### Metal 3, run 1

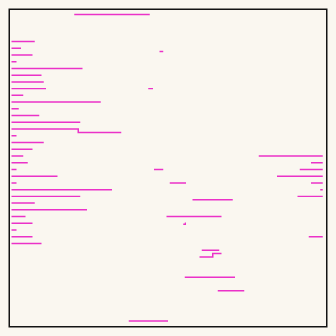
### Placement density heat map, run 1

6 x 6 tiles, from white (low) to dark blue (high), 0 to 100% covered.
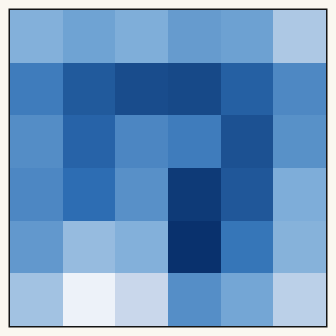
### Placement view, run 1

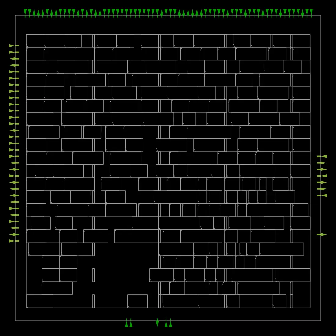
**src/rtl/write_arb_pkg.sv**
```systemverilog
// Shared types and limits for the write-port arbiter.
// Holds the arbiter state encoding and the legal client-count range.
package write_arb_pkg;

    localparam int MIN_CLIENTS = 2;
    localparam int MAX_CLIENTS = 4;

    typedef enum logic [1:0] {
        IDLE = 2'd0,
        ADDR = 2'd1,
        DATA = 2'd2
    } arb_state_e;

endpackage

```
**src/rtl/write_port_arbiter_rr_pick.sv**
```systemverilog
// Combinational round-robin picker: one-hot winner from a request vector.
// Ports: req_i (requests), last_i (index of last owner), win_o (one-hot, zero if none).
module rr_pick #(
    parameter int N     = 2,
    parameter int IDX_W = 1
) (
    input  logic [N-1:0]     req_i,
    input  logic [IDX_W-1:0] last_i,
    output logic [N-1:0]     win_o
);

    // Walk from the farthest candidate to the nearest so the client right
    // after last_i overwrites any lower-priority hit.
    always_comb begin
        win_o = '0;
        for (int k = N; k >= 1; k--) begin
            if (req_i[(int'(last_i) + k) % N]) begin
                win_o = '0;
                win_o[(int'(last_i) + k) % N] = 1'b1;
            end
        end
    end

endmodule

```
**src/rtl/write_port_arbiter.sv**
```systemverilog
// Shares one RAM-emulator write port among NUM_CLIENTS writers.
// Each grant covers one address beat then one data beat, never interleaved.
// Ports: clk/reset (sync, active-high); c_* per-client request side
// (write_en, mode, addr, data, accepted); write_en/write_mode_data/w_addr/
// w_data/write_accepted downstream side; grant one-hot owner; proto_error sticky.
module write_port_arbiter
    import write_arb_pkg::*;
#(
    parameter int NUM_CLIENTS = 2,
    parameter int ADDR_BITS   = 16,
    parameter int DATA_BITS   = 16
) (
    input  logic                             clk,
    input  logic                             reset,
    input  logic [NUM_CLIENTS-1:0]           c_write_en,
    input  logic [NUM_CLIENTS-1:0]           c_write_mode_data,
    input  logic [NUM_CLIENTS*ADDR_BITS-1:0] c_w_addr,
    input  logic [NUM_CLIENTS*DATA_BITS-1:0] c_w_data,
    output logic [NUM_CLIENTS-1:0]           c_write_accepted,
    output logic                             write_en,
    output logic                             write_mode_data,
    output logic [ADDR_BITS-1:0]             w_addr,
    output logic [DATA_BITS-1:0]             w_data,
    input  logic                             write_accepted,
    output logic [NUM_CLIENTS-1:0]           grant,
    output logic                             proto_error
);

    localparam int IDX_W = $clog2(NUM_CLIENTS);

    if (NUM_CLIENTS < MIN_CLIENTS || NUM_CLIENTS > MAX_CLIENTS) begin : g_bad_n
        $error("write_port_arbiter: NUM_CLIENTS out of range");
    end

    arb_state_e             state_q;
    logic [NUM_CLIENTS-1:0] grant_q;
    logic [IDX_W-1:0]       last_q;
    logic                   perr_q;

    logic [NUM_CLIENTS-1:0] req;
    logic [NUM_CLIENTS-1:0] win;
    logic [IDX_W-1:0]       owner_idx;
    logic [IDX_W-1:0]       pick_last;
    logic                   g_en;
    logic                   g_md;
    logic                   active;
    logic                   beat_ok;
    logic                   err;

    assign req = c_write_en & ~c_write_mode_data;

    // Mux the granted client onto the downstream port; grant_q is zero in IDLE.
    always_comb begin
        w_addr    = '0;
        w_data    = '0;
        g_en      = 1'b0;
        g_md      = 1'b0;
        owner_idx = '0;
        for (int i = 0; i < NUM_CLIENTS; i++) begin
            if (grant_q[i]) begin
                w_addr    = c_w_addr[i*ADDR_BITS +: ADDR_BITS];
                w_data    = c_w_data[i*DATA_BITS +: DATA_BITS];
                g_en      = c_write_en[i];
                g_md      = c_write_mode_data[i];
                owner_idx = IDX_W'(i);
            end
        end
    end

    assign active          = (state_q != IDLE);
    assign write_en        = active & g_en;
    assign write_mode_data = (state_q == DATA);
    assign beat_ok         = write_accepted & write_en;
    assign grant           = grant_q;
    assign proto_error     = perr_q;

    assign c_write_accepted =
        (write_accepted && active && !reset) ? grant_q : '0;

    // Completing a data beat re-arbitrates in the same cycle, so the picker
    // must already see the current owner as the last one.
    assign pick_last = (state_q == DATA) ? owner_idx : last_q;

    // An accept while write_en is low covers the IDLE case as well.
    assign err = (active && g_en && (g_md != (state_q == DATA)))
               || (write_accepted && !write_en);

    rr_pick #(
        .N     (NUM_CLIENTS),
        .IDX_W (IDX_W)
    ) u_pick (
        .req_i  (req),
        .last_i (pick_last),
        .win_o  (win)
    );

    always_ff @(posedge clk) begin
        if (reset) begin
            state_q <= IDLE;
            grant_q <= '0;
            last_q  <= IDX_W'(NUM_CLIENTS - 1);
            perr_q  <= 1'b0;
        end else begin
            if (err) begin
                perr_q <= 1'b1;
            end
            unique case (state_q)
                IDLE: begin
                    if (|req) begin
                        grant_q <= win;
                        state_q <= ADDR;
                    end
                end
                ADDR: begin
                    if (beat_ok) begin
                        state_q <= DATA;
                    end
                end
                DATA: begin
                    if (beat_ok) begin
                        last_q <= owner_idx;
                        if (|req) begin
                            grant_q <= win;
                            state_q <= ADDR;
                        end else begin
                            grant_q <= '0;
                            state_q <= IDLE;
                        end
                    end
                end
                default: begin
                    state_q <= IDLE;
                    grant_q <= '0;
                end
            endcase
        end
    end

endmodule

```
**config.mk**
```make
export PLATFORM = sky130hd
export DESIGN_NAME = write_port_arbiter
export DESIGN_NICKNAME = d
export VERILOG_FILES = /design/src/rtl/write_arb_pkg.sv /design/src/rtl/write_port_arbiter_rr_pick.sv /design/src/rtl/write_port_arbiter.sv
export SDC_FILE = /design/constraint.sdc
export NUM_CORES = 1
export LEC_CHECK = 0
export CAP_MARGIN = 20
export CORE_MARGIN = 2
export CORE_UTILIZATION = 20
export CTS_CLUSTER_DIAMETER = 80
export CTS_CLUSTER_SIZE = 8
export DETAILED_ROUTE_END_ITERATION = 12
export GPL_TIMING_DRIVEN = 0
export PLACE_DENSITY = 0.84
export SLEW_MARGIN = 20
export SYNTH_ARGS = -nofsm -noshare
export SYNTH_HDL_FRONTEND = slang
export SYNTH_SLANG_ARGS = --single-unit
```
**constraint.sdc**
```tcl
create_clock -name clk -period 1.3 [get_ports clk]
set_input_delay 0.26 -clock clk [delete_from_list [all_inputs] [get_ports clk]]
set_output_delay 0.26 -clock clk [all_outputs]
set_load 0.05 [all_outputs]
```
==> impl_metrics.json, run 1 <==
{
  "max_freq_mhz": 599,
  "synth_top_flop_cell": "dfxtp_1",
  "tightest_slew_ns": 0.343,
  "synthTopLogicFamily": "AND-OR/OR-AND gates",
  "synth_cells": 88,
  "hold_start": "reset",
  "lay_top_count": "clkdlybuf4s50_1",
  "design_area_um2": 2530,
  "powerComb_w": 0.000777,
  "synth.largest_area_cell": "a22o_1",
  "setup_violations": 40,
  "p_sw_share_pct": 38.6,
  "drv_slew": 0,
  "dp.cells": 242,
  "fin_crit_ns": 1.67,
  "syn_area_um2": 716,
  "seq-power_w": 0.000210,
  "run_status": "finished, violations left",
  "cts_tree": "built",
  "setup_slack_ns": -0.370,
  "violations": "setup timing",
  "grt_use_met3_pct": 6.34,
  "holdPathStages": 2,
  "r2r_end": "grant[0]$_SDFFE_PP0P_",
  "cp.depth": 5
}
About 'Metal 3':
- wire length on this layer: 309 um
- nets with wire on the layer: 47

About 'Placement density heat map':
- emptiest ninth of the die: bottom left
- mean over tiles: 61%
- fullest tile: 100%

About 'Placement view':
Tapcell Cnt: 46
Cell Count, Final, Fillers Out: 257
# rows: 21
Flops: 6

==> run 2, diff against run 1 <==
Settings changed: CORE_MARGIN 2 to 10.
### Metal 3, run 2

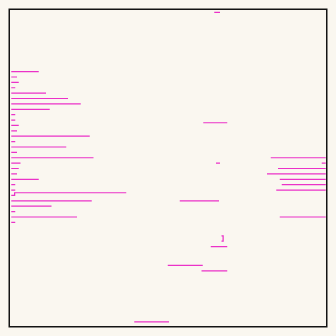
- nets with wire on the layer: 42
- share of all routed wire: 6.2%
- wire length on this layer: 341 um
- main direction: horizontal

### Placement density heat map, run 2

8 x 8 tiles, from white (low) to dark blue (high), 0 to 100% covered.
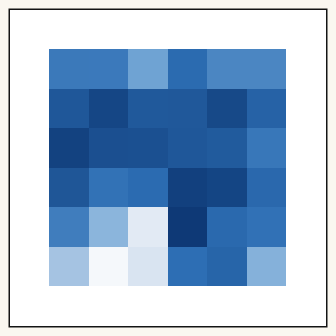
- densest ninth of the die: middle
- fullest tile: 96%
- tiles over 75% full: 31%

==> impl_metrics.json, run 2 <==
{
  "cp.depth": 5,
  "setup_slack_ns": -0.360,
  "fin_cells": 258,
  "die_x_um": 79.8,
  "r2r_start": "grant[0]$_SDFFE_PP0P_",
  "maxCapViolCount": 0,
  "fin_crit_ns": 1.66,
  "edf_count": 0,
  "powerComb_w": 0.000792,
  "critPathMaxFanout": 8,
  "highest_layer": "met4",
  "seq-power_w": 0.000207,
  "yosysMostFrequentCell": "a22o_1",
  "vdd_drop_max_mv": 0.273,
  "syn_area_um2": 716,
  "dp.cells": 242,
  "synthTopLogicFamily": "AND-OR/OR-AND gates",
  "synth_cells": 88,
  "powerDensity_nw_per_um2": 470,
  "setup_violations": 40,
  "io_buffer_count": 108,
  "clock_area_share_pct": 1.01,
  "holdPathStages": 2,
  "r2r_end": "grant[0]$_SDFFE_PP0P_",
  "lay_top_count": "clkdlybuf4s50_1",
  "hold_violations": 0,
  "logic_area_um2": 901,
  "wl_um": 5530,
  "design_area_um2": 2590,
  "num_tap_cells": 46,
  "tightest_slew_ns": 0.333,
  "hold_start": "reset",
  "drv_slew": 0,
  "fin_nets": 284,
  "wl_met2_um": 3380,
  "p_sw_share_pct": 39.0,
  "max_freq_mhz": 602,
  "fp-row-count": 21,
  "violations": "setup timing",
  "run_status": "finished, violations left",
  "placed_area_um2": 2270,
  "synth.largest_area_cell": "a22o_1",
  "seq_cells": 6,
  "synth_top_flop_cell": "dfxtp_1",
  "drt_iter0_drc": 62
}
